--- src/rtl/seq_shift_unit.sv ---
// Multi-cycle shift/rotate unit: one single-bit step per clock for a programmed
// amount, framed by a start/busy/done handshake, with the last shifted-out bit as carry.
module seq_shift_unit #(
    parameter int unsigned WIDTH   = 8,
    parameter int unsigned SHAMT_W = 3
) (
    input  logic               clk,
    input  logic               rst_n,
    input  logic               start,
    input  logic [2:0]         mode,
    input  logic [SHAMT_W-1:0] amount,
    input  logic [WIDTH-1:0]   din,
    output logic [WIDTH-1:0]   dout,
    output logic               carry,
    output logic               busy,
    output logic               done
);

    localparam int unsigned MODE_W = 3;

    localparam logic [MODE_W-1:0] MODE_LSL = 3'd0;
    localparam logic [MODE_W-1:0] MODE_LSR = 3'd1;
    localparam logic [MODE_W-1:0] MODE_ASR = 3'd2;
    localparam logic [MODE_W-1:0] MODE_ROL = 3'd3;
    localparam logic [MODE_W-1:0] MODE_ROR = 3'd4;

    typedef enum logic [1:0] {
        IDLE  = 2'd0,
        SHIFT = 2'd1,
        DONE  = 2'd2
    } state_t;

    state_t              state;
    logic [SHAMT_W-1:0]  cnt;
    logic [MODE_W-1:0]   mode_q;
    logic [WIDTH-1:0]    step_d;
    logic                step_c;

    // One single-bit step of the latched mode; HOLD codes leave data and carry alone.
    always_comb begin
        step_d = dout;
        step_c = carry;
        case (mode_q)
            MODE_LSL: begin
                step_d = {dout[WIDTH-2:0], 1'b0};
                step_c = dout[WIDTH-1];
            end
            MODE_LSR: begin
                step_d = {1'b0, dout[WIDTH-1:1]};
                step_c = dout[0];
            end
            MODE_ASR: begin
                step_d = {dout[WIDTH-1], dout[WIDTH-1:1]};
                step_c = dout[0];
            end
            MODE_ROL: begin
                step_d = {dout[WIDTH-2:0], dout[WIDTH-1]};
                step_c = dout[WIDTH-1];
            end
            MODE_ROR: begin
                step_d = {dout[0], dout[WIDTH-1:1]};
                step_c = dout[0];
            end
            default: begin
                step_d = dout;
                step_c = carry;
            end
        endcase
    end

    // Control FSM with busy/done registered alongside the state transitions.
    always_ff @(posedge clk or negedge rst_n) begin
        if (!rst_n) begin
            state  <= IDLE;
            cnt    <= '0;
            mode_q <= '0;
            dout   <= '0;
            carry  <= 1'b0;
            busy   <= 1'b0;
            done   <= 1'b0;
        end else begin
            case (state)
                IDLE: begin
                    done <= 1'b0;
                    busy <= 1'b0;
                    if (start) begin
                        dout   <= din;
                        cnt    <= amount;
                        mode_q <= mode;
                        carry  <= 1'b0;
                        busy   <= 1'b1;
                        if (amount != '0) begin
                            state <= SHIFT;
                        end else begin
                            state <= DONE;
                            done  <= 1'b1;
                        end
                    end
                end
                SHIFT: begin
                    dout  <= step_d;
                    carry <= step_c;
                    cnt   <= cnt - SHAMT_W'(1);
                    if (cnt == SHAMT_W'(1)) begin
                        state <= DONE;
                        done  <= 1'b1;
                    end
                end
                DONE: begin
                    state <= IDLE;
                    busy  <= 1'b0;
                    done  <= 1'b0;
                end
                default: begin
                    state <= IDLE;
                    busy  <= 1'b0;
                    done  <= 1'b0;
                end
            endcase
        end
    end

endmodule
--- config.mk ---
export PLATFORM = sky130hd
export DESIGN_NAME = seq_shift_unit
export DESIGN_NICKNAME = d
export VERILOG_FILES = /design/src/rtl/seq_shift_unit.sv
export SDC_FILE = /design/constraint.sdc
export NUM_CORES = 1
export LEC_CHECK = 0
export CAP_MARGIN = 40
export CORE_MARGIN = 1
export CORE_UTILIZATION = 53
export CTS_BUF_LIST = sky130_fd_sc_hd__clkbuf_4
export CTS_CLUSTER_SIZE = 12
export DETAILED_ROUTE_END_ITERATION = 8
export PLACE_DENSITY = 0.82
export SLEW_MARGIN = 25
export SYNTH_ARGS = -nofsm -noshare
export SYNTH_HDL_FRONTEND = slang
export SYNTH_SLANG_ARGS = --single-unit
--- constraint.sdc ---
create_clock -name clk -period 1.82 [get_ports clk]
set_input_delay 0.273 -clock clk [delete_from_list [all_inputs] [get_ports clk]]
set_output_delay 0.273 -clock clk [all_outputs]
set_load 0.02 [all_outputs]
==> images/final_congestion.png <==
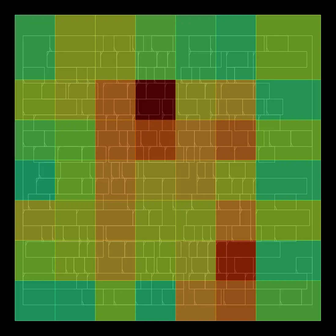
DR WL/cell: 15.7 um
met3 capacity usage during global routing: 0.0406
met2 Usage GRT: 0.378
final design utilization: 0.740

==> images/wire_density.png <==
Drawn at 8 px/um. 11 x 11 tiles, from white (low) to dark blue (high), scaled to the fullest tile. Values are wire area over tile area, all layers added.
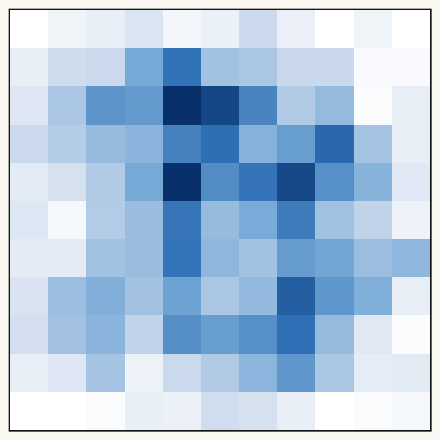
nearly empty tiles = 5.8%
tiles over half the peak = 25%
emptiest ninth of the die = upper right

==> summary.txt <==
Implementation run completed; key figures follow.

Flow run:
- The run gives the total tool warning count as 27.
- The run gives the max-cap violation count as 0.

Detailed routing:
- The run gives the final wirelength as 3200 um.
- The run gives the highest signal layer in the routed design as met4.
- The run puts the length of the first detailed-routing pass in iterations at 4.
- The run puts the post-route antenna net violation count at 0.

Synthesis:
- After synthesis, the mean cell area works out to 9.33 um^2.
- Yosys mapped a number of flops with a built-in enable equal to 0.
- The run puts the number of standard cells after synthesis at 145.
- Yosys reports that the most numerous cell types are 19 x sky130_fd_sc_hd__dfrtp_1, 15 x sky130_fd_sc_hd__a21oi_1, 9 x sky130_fd_sc_hd__nor2_1.
- The run puts the fraction of synthesized cell area taken by the top area cell type at 0.352.
- The largest total area in the synthesized netlist belongs to sky130_fd_sc_hd__dfrtp_1.
- The most common cell in the synthesized netlist is sky130_fd_sc_hd__dfrtp_1.

Pwr:
- The run gives the highest ir drop seen on vdd as 1.31 mV.
- The run gives the reported clock group power as 233 uW.
- Power spread over the standard cell area amounts to 2030 nW/um^2.
- The run puts the power share of the sequential group at 0.285.
- The run puts the combinational share of power at 0.648.

Final timing:
- The run puts the total count of max-transition violations in the final report at 0.
- The run gives the final period demand of the worst path as 1760 ps.
- Setup repair after global routing left no endpoint under its margin.
- The run puts the count of final hold-check violations at 0.

Layout:
- In the final layout, the multi-input gates occupy 787 um^2.
- The run gives the number of sequential storage elements as 19.
- The run puts the non-clock buffer share of cell area at 0.208.
- Counting the fill cells in the layout gives 173.
- Per the final layout report, the fraction of cells sized above drive strength 1 comes to 0.159.
- The run gives the cell class with the largest area share as multi-input combinational cells.
- Compared with the post-synthesis result, the final layout area differs by 25.7%.
- The run gives the share of final layout cell area taken by clock buffers and inverters as 0.0177.

Clock network:
- CTS reports a maximum clock tree buffer depth of 2.
- The run gives the total of hold buffers inserted after clock tree synthesis as 0.

Setup path:
- The run gives the startpoint of the worst register-to-register path as mode_q[0].
- Looking at the reg2reg group, the worst path ends at dout[3].
- All stages included, the depth of the critical timing path comes to 1.
- The run gives the data arrival at the endpoint of the critical path as 1490 ps.
- The run puts the buffers plus inverters on the worst setup path at 1.

Placed design:
- The run gives the post-placement cell count as 200.
- The final weighted congestion recorded by global placement is 0.837.
- Per the detailed placement report, the placed cell area equals 1670 um^2.

GRT:
- The run puts the final global-route overflow total at 0.

Outcome:
- The flow ran to the end, and the final reports show no timing, DRC or antenna violations.

Die:
- The run puts the die width at 52.5 um.
Power figures rest on the tool's default switching activity, not on a simulated workload.
